layers.png
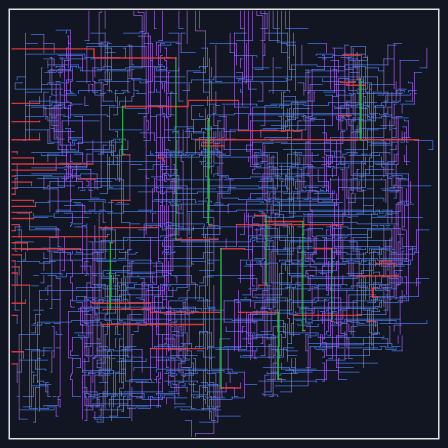
pinout.png
Pins as bars across the die edge, other pins in grey.
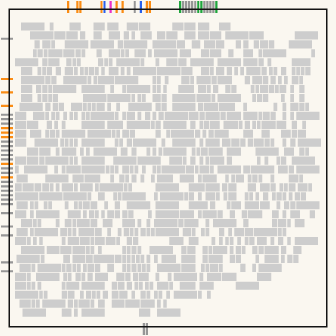
gates.png
Scale bar: 20 µm.
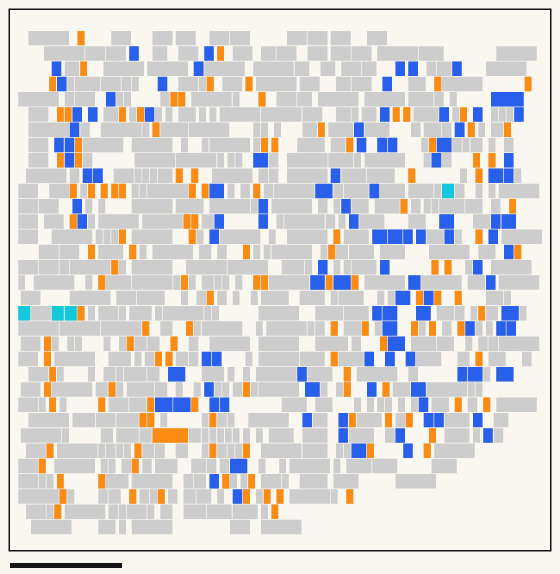
clock_nets.png
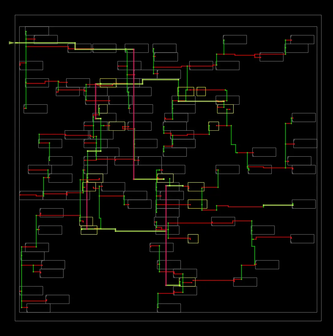
`config.mk`:
```
export PLATFORM = sky130hd
export DESIGN_NAME = vga_pattern_gen
export DESIGN_NICKNAME = d
export VERILOG_FILES = /design/src/rtl/vga_pkg.sv /design/src/rtl/vga_box_tracker.sv /design/src/rtl/vga_pattern_gen.sv
export SDC_FILE = /design/constraint.sdc
export NUM_CORES = 1
export LEC_CHECK = 0
export ABC_AREA = 1
export CORE_UTILIZATION = 57
export DETAILED_ROUTE_END_ITERATION = 16
export GPL_TIMING_DRIVEN = 0
export HOLD_SLACK_MARGIN = 0.15
export PLACE_DENSITY = 0.81
export SLEW_MARGIN = 15
export SYNTH_ARGS = -nofsm -noshare
export SYNTH_HDL_FRONTEND = slang
export SYNTH_SLANG_ARGS = --single-unit
export TNS_END_PERCENT = 30
```
`constraint.sdc`:
```
create_clock -name clk -period 4 [get_ports clk]
set_input_delay 0.4 -clock clk [delete_from_list [all_inputs] [get_ports clk]]
set_output_delay 0.4 -clock clk [all_outputs]
set_load 0.01 [all_outputs]
```
`src/rtl/vga_pkg.sv`:
```
// Shared types and constants for the VGA pattern generator and its box tracker.
package vga_pkg;

    localparam int unsigned DEF_H_ACTIVE = 300;
    localparam int unsigned DEF_V_ACTIVE = 150;
    localparam int unsigned COL_W        = 9;
    localparam int unsigned ROW_W        = 8;

    typedef enum logic [1:0] {
        MODE_BLACK = 2'd0,
        MODE_BARS  = 2'd1,
        MODE_CHECK = 2'd2,
        MODE_BOX   = 2'd3
    } mode_t;

    // Per-bar {r,g,b} enables; index 0 is the leftmost (white) bar.
    localparam logic [7:0][2:0] BAR_RGB = {
        3'b000, 3'b001, 3'b100, 3'b101, 3'b010, 3'b011, 3'b110, 3'b111
    };

    typedef struct packed {
        logic             de;
        logic             nb;
        logic             ns;
        logic [COL_W-1:0] col;
        logic [ROW_W-1:0] row;
    } pix_t;

    // Idle pixel: blanked, sync deasserted (n_sync high).
    localparam pix_t PIX_IDLE = '{de: 1'b0, nb: 1'b0, ns: 1'b1, col: '0, row: '0};

    // One bounce step along an axis; returns {moving_forward, new_pos}.
    function automatic logic [COL_W:0] bounce_step(
        input logic [COL_W-1:0] pos,
        input logic             fwd,
        input logic [COL_W-1:0] lim
    );
        logic             fwd_n;
        logic [COL_W-1:0] pos_n;
        fwd_n = fwd;
        if (fwd && (pos == lim)) begin
            fwd_n = 1'b0;
            pos_n = pos - COL_W'(1);
        end else if (!fwd && (pos == '0)) begin
            fwd_n = 1'b1;
            pos_n = pos + COL_W'(1);
        end else begin
            pos_n = fwd ? (pos + COL_W'(1)) : (pos - COL_W'(1));
        end
        return {fwd_n, pos_n};
    endfunction

endpackage

```
`src/rtl/vga_box_tracker.sv`:
```
// Bouncing-box position state; advances one pixel per axis on each step strobe.
module vga_box_tracker
    import vga_pkg::*;
#(
    parameter int unsigned H_ACTIVE = DEF_H_ACTIVE,
    parameter int unsigned V_ACTIVE = DEF_V_ACTIVE,
    parameter int unsigned BOX      = 16
) (
    input  logic             clk,
    input  logic             rst,
    input  logic             step,
    output logic [COL_W-1:0] box_x,
    output logic [ROW_W-1:0] box_y
);

    localparam logic [COL_W-1:0] X_LIM = COL_W'(H_ACTIVE - BOX);
    localparam logic [COL_W-1:0] Y_LIM = COL_W'(V_ACTIVE - BOX);

    logic [COL_W-1:0] box_x_q, box_x_d;
    logic [ROW_W-1:0] box_y_q, box_y_d;
    logic             dx_q, dx_d;
    logic             dy_q, dy_d;
    logic [COL_W:0]   x_nxt;
    logic [COL_W:0]   y_nxt;

    always_comb begin
        x_nxt   = bounce_step(box_x_q, dx_q, X_LIM);
        y_nxt   = bounce_step(COL_W'(box_y_q), dy_q, Y_LIM);
        box_x_d = box_x_q;
        box_y_d = box_y_q;
        dx_d    = dx_q;
        dy_d    = dy_q;
        if (step) begin
            dx_d    = x_nxt[COL_W];
            box_x_d = x_nxt[COL_W-1:0];
            dy_d    = y_nxt[COL_W];
            box_y_d = ROW_W'(y_nxt[COL_W-1:0]);
        end
    end

    always_ff @(posedge clk) begin
        if (rst) begin
            box_x_q <= '0;
            box_y_q <= '0;
            dx_q    <= 1'b1;
            dy_q    <= 1'b1;
        end else begin
            box_x_q <= box_x_d;
            box_y_q <= box_y_d;
            dx_q    <= dx_d;
            dy_q    <= dy_d;
        end
    end

    assign box_x = box_x_q;
    assign box_y = box_y_q;

endmodule

```
`src/rtl/vga_pattern_gen.sv`:
```
// Test-pattern colour stage behind the VGA timing generator. Mode and box position change only
// at frame start, and the frame-start pixel itself already uses the new values.
module vga_pattern_gen
    import vga_pkg::*;
#(
    parameter int unsigned H_ACTIVE = DEF_H_ACTIVE,
    parameter int unsigned V_ACTIVE = DEF_V_ACTIVE,
    parameter int unsigned BOX      = 16,
    parameter int unsigned CW       = 4
) (
    input  logic             clk,
    input  logic             rst,
    input  logic             disp_ena,
    input  logic             n_blank,
    input  logic             n_sync,
    input  logic [COL_W-1:0] col,
    input  logic [ROW_W-1:0] row,
    input  logic             mode_req,
    input  logic [1:0]       mode_in,
    output logic             mode_ack,
    output logic [CW-1:0]    red,
    output logic [CW-1:0]    green,
    output logic [CW-1:0]    blue,
    output logic             disp_ena_o,
    output logic             n_blank_o,
    output logic             n_sync_o,
    output logic [15:0]      frame_cnt
);

    localparam int unsigned      BAR_W = H_ACTIVE / 8;
    localparam logic [COL_W:0]   BOX_W = (COL_W + 1)'(BOX);
    localparam logic [ROW_W:0]   BOX_H = (ROW_W + 1)'(BOX);

    pix_t              s1_q, s1_d;
    pix_t              s2_q, s2_d;
    logic              de_prev_q, de_prev_d;
    logic              req_q, req_d;
    logic [1:0]        mode_in_q, mode_in_d;
    logic [2:0]        bar_q, bar_d;
    logic              chk_q, chk_d;
    mode_t             mode_q, mode_d;
    logic              ack_q, ack_d;
    logic [15:0]       frame_q, frame_d;
    logic [3*CW-1:0]   rgb_q, rgb_d;
    logic [2:0]        ctl_q, ctl_d;

    logic              fs;
    logic              hit;
    logic [COL_W-1:0]  bar_div;
    logic [2:0]        bar_en;
    logic [COL_W-1:0]  box_x;
    logic [ROW_W-1:0]  box_y;

    vga_box_tracker #(
        .H_ACTIVE (H_ACTIVE),
        .V_ACTIVE (V_ACTIVE),
        .BOX      (BOX)
    ) u_box (
        .clk   (clk),
        .rst   (rst),
        .step  (fs),
        .box_x (box_x),
        .box_y (box_y)
    );

    // Stage 1: registered inputs -> frame-start detect and position-only pattern terms.
    always_comb begin
        s1_d      = '{de: disp_ena, nb: n_blank, ns: n_sync, col: col, row: row};
        req_d     = mode_req;
        mode_in_d = mode_in;
        de_prev_d = s1_q.de;
        fs        = s1_q.de && (s1_q.col == '0) && (s1_q.row == '0) && !de_prev_q;
        bar_div   = s1_q.col / COL_W'(BAR_W);
        bar_d     = (bar_div > COL_W'(7)) ? 3'd7 : bar_div[2:0];
        chk_d     = s1_q.col[4] ^ s1_q.row[4];
        s2_d      = s1_q;
        mode_d    = mode_q;
        if (fs && req_q) begin
            mode_d = mode_t'(mode_in_q);
        end
        ack_d     = fs && req_q;
        frame_d   = frame_q + 16'(fs);
    end

    // Stage 2: mode and box were updated on the same edge the FS pixel entered this stage.
    always_comb begin
        hit = ({1'b0, s2_q.col} >= {1'b0, box_x}) &&
              ({1'b0, s2_q.col} <  ({1'b0, box_x} + BOX_W)) &&
              ({1'b0, s2_q.row} >= {1'b0, box_y}) &&
              ({1'b0, s2_q.row} <  ({1'b0, box_y} + BOX_H));
        bar_en = BAR_RGB[bar_q];
        rgb_d  = '0;
        if (s2_q.de) begin
            unique case (mode_q)
                MODE_BLACK: rgb_d = '0;
                MODE_BARS:  rgb_d = {{CW{bar_en[2]}}, {CW{bar_en[1]}}, {CW{bar_en[0]}}};
                MODE_CHECK: rgb_d = {(3 * CW){chk_q}};
                MODE_BOX:   rgb_d = hit ? {(3 * CW){1'b1}} : {{(2 * CW){1'b0}}, {CW{1'b1}}};
                default:    rgb_d = '0;
            endcase
        end
        ctl_d = {s2_q.de, s2_q.nb, s2_q.ns};
    end

    always_ff @(posedge clk) begin
        if (rst) begin
            s1_q      <= PIX_IDLE;
            s2_q      <= PIX_IDLE;
            de_prev_q <= 1'b0;
            req_q     <= 1'b0;
            mode_in_q <= '0;
            bar_q     <= '0;
            chk_q     <= 1'b0;
            mode_q    <= MODE_BLACK;
            ack_q     <= 1'b0;
            frame_q   <= '0;
            rgb_q     <= '0;
            ctl_q     <= 3'b001;
        end else begin
            s1_q      <= s1_d;
            s2_q      <= s2_d;
            de_prev_q <= de_prev_d;
            req_q     <= req_d;
            mode_in_q <= mode_in_d;
            bar_q     <= bar_d;
            chk_q     <= chk_d;
            mode_q    <= mode_d;
            ack_q     <= ack_d;
            frame_q   <= frame_d;
            rgb_q     <= rgb_d;
            ctl_q     <= ctl_d;
        end
    end

    assign {red, green, blue}                = rgb_q;
    assign {disp_ena_o, n_blank_o, n_sync_o} = ctl_q;
    assign mode_ack                          = ack_q;
    assign frame_cnt                         = frame_q;

endmodule
```
==> results.json <==
{
  "slew_headroom_pct": 53.8,
  "yosysChipArea_um2": 5050,
  "pwr-share-seq_pct": 52.9,
  "io_buffer_count": 55,
  "synth_nets": 743,
  "final_net_count": 808,
  "hp-start": "s1_q[18]$_SDFF_PP0_",
  "clockPowerShare_pct": 34.3,
  "ys_seq_share_pct": 36.1,
  "worst-path-max-fanout": 17,
  "p_switching_uw": 522,
  "final_hold_viol_count": 0,
  "route.vias.total": 4421,
  "fp.dieW_um": 96.1,
  "worstHoldPathCells": 2,
  "cts_tree": "done",
  "comb_power_share_pct": 12.8,
  "rr_worst_depth": 18,
  "die_h_um": 96.1,
  "top_area_cell": "dfxtp_1",
  "drv_slew": 0,
  "endpoint": "frame_cnt[15]$_SDFF_PP0_",
  "rsz0062_at_grt": "false",
  "worst_pin_slew_ns": 0.693,
  "maxCapViolCount": 0,
  "track_usage_pct": 26.2,
  "end_kind": "flip-flop",
  "top_cell_area_share_pct": 36.1,
  "htreeDepth": 3,
  "cts_setup_buffers": 0,
  "regToRegStartpoint": "s1_q[16]$_SDFF_PP0_",
  "grt_overflow": 0,
  "cp_data_arrival_time_ns": 3.78,
  "max_freq_mhz": 285,
  "common_cells": "inv_1 (122), dfxtp_1 (91), nand2_1 (81)",
  "io_pins": 57,
  "fin_crit_ns": 3.51,
  "clock-root-buffer": "clkbuf_8",
  "placed_area_um2": 5730,
  "ff2ff_setup_slack_ns": 0.49,
  "antenna_found_initial": 0,
  "edf_count": 0,
  "status": "finished, final reports clean",
  "cp-startpoint": "s1_q[16]$_SDFF_PP0_",
  "core_area_um2": 8380,
  "setup_viol": 0,
  "synth_warnings": 0,
  "path_class": "flip-flop to flip-flop",
  "top_cells_by_area": "dfxtp_1 (36%), ha_1 (10%), inv_1 (9.1%)",
  "fin_area_um2": 5920,
  "drive_gt1_share_pct": 9.64,
  "grt_pass1_vias": 4285,
  "intPower_uw": 1270,
  "holdWs_ns": 0.417,
  "cts_buffer_depth": 2,
  "post-route-period-util_pct": 87.8,
  "drc": 0,
  "p_leak_uw": 0.00267,
  "clk_pin_slew_worst_paths_ns": 0.10,
  "critPathRequiredTime_ns": 4.27,
  "wirelength_um": 11100
}
Back to the opening pictures, layers.png:
Green is M4, wire length 207 µm. Purple is M2, wire length 5,390 µm. Red is M3, wire length 499 µm. Blue is M1, wire length 5,020 µm.

Back to the opening pictures, pinout.png:
Green is blue, pins 4, direction output, edge top. Orange is frame_cnt, pins 16, direction output, edge 8 left, 8 top. Magenta is mode_req, pins 1, direction input, edge top. Blue is mode_in, pins 2, direction input, edge top.

Back to the opening pictures, gates.png:
Orange is inv cells, cells 130, where widely spread. Blue is aoi and oai cells, cells 108. Cyan is and/or cells, cells 4.

Back to the opening pictures, clock_nets.png:
clock sinks: 91
Clock Buffer Count: 9
Num CTS Buffers: 9
Clock group: 615 µW

==> layer usage <==
layer	vias up	GRT usage, %	part of all wire [%]
li1	2295	-	-
met2	96	45.9	48
met5	-	0	0
met1	2009	30.6	45
met4	0	9.70	1.9
met3	21	6.48	4.5
==> layout make-up <==
class                           instances  area (µm²)  area share (%)
Clock inverter                          7        71.3            1.20
Inverter                              130         502            8.47
Clock buffer                            9         124            2.09
Buffer                                 22         133            2.24
Multi-Input combinational cell        433        2590            43.7
Tap cell                              105         131            2.22
Sequential cell                        91        1820            30.8
Timing Repair Buffer                   55         551            9.29
==> power groups by stage <==
stage	combinational [µW]	sequential, µW	clock (µW)
after floorplan	165	963	0
after detailed placement	227	968	0
after global placement	218	967	0
final	230	947	615
after global routing	260	950	658
after CTS	230	947	624
==> repair_timing <==
action / in CTS / in global routing
endpoints found under the setup margin: 1 / 2
hold buffers: 0 / 0
hold endpoints to repair: 0 / 0
gates resized: 1 / 1
==> per-stage QoR <==
stage	TNS [ns]	cells	utilization [%]	setup WS, ns
after global placement	0	837	68.4	0.118
after CTS	0	853	70.7	0.219
final	0	852	70.7	0.486
after global routing	0	852	70.7	0.0282
after floorplan	0	677	-	0.943
after detailed placement	-0.0120	837	68.4	-0.0120
==> cell families (layout without fill, tap and decap cells) <==
family | after synthesis | count (layout) | synth area share (%)
and+or+nand+nor | 265 | 265 | 25.4
buffers and inverters | 153 | 223 | 12.6
AOI/OAI and AO/OA | 110 | 110 | 12.8
DFF | 91 | 91 | 36.1
adders and majority gates | 41 | 41 | 10.2
xor gates and xnor gates | 17 | 17 | 2.95
==> worst max-delay path, cell delays in order (launching register included) <==
cell and delay [ns]:
dfxtp_1 0.32, buf_6 0.13, inv_1 0.16, nand3_1 0.10
nor3_1 0.17, nand3_1 0.21, inv_2 0.37, ha_1 0.27
nand3_1 0.12, nor2_1 0.10, nand2_1 0.09, nor3_1 0.22
inv_1 0.12, nor4_2 0.27, nand3_1 0.18, nor3_1 0.25
nand2_1 0.11, o21ai_0 0.16, a21oi_1 0.05
==> cell usage in the layout, fill, tap and decap left out, types with 3 or more instances in the layout <==
cell	netlist	routed
or2_2	4	4
nor2_1	78	78
a21oi_1	42	42
clkbuf_1	11	10
nand2_2	11	11
nor3b_1	4	4
dfxtp_1	91	91
o21ai_2	3	3
buf_4	9	9
nand4_1	11	11
inv_2	6	7
a21boi_0	3	3
nand3_2	3	3
a211oi_1	3	3
ha_1	41	41
inv_1	122	121
clkbuf_8	0	9
nand3_1	40	40
nand3b_1	3	3
nand2_4	5	5
clkdlybuf4s50_1	0	55
o211ai_1	9	9
nor3_1	16	16
o21ai_0	38	38
nand2_1	81	81
xor2_1	12	12
xnor2_1	5	5
==> state kept, by name, summed over array words and instances (netlist names), 2 cells and up <==
signal and flops:
ctl_q 3, s1_q 19, ctl_d 2, rgb_q 3
bar_en 3, u_box.box_y 8, mode_q 2, frame_cnt 16
s2_q 17, mode_in_q 2, u_box.box_x 9
Power figures rest on the tool's default switching activity, not on a simulated workload.
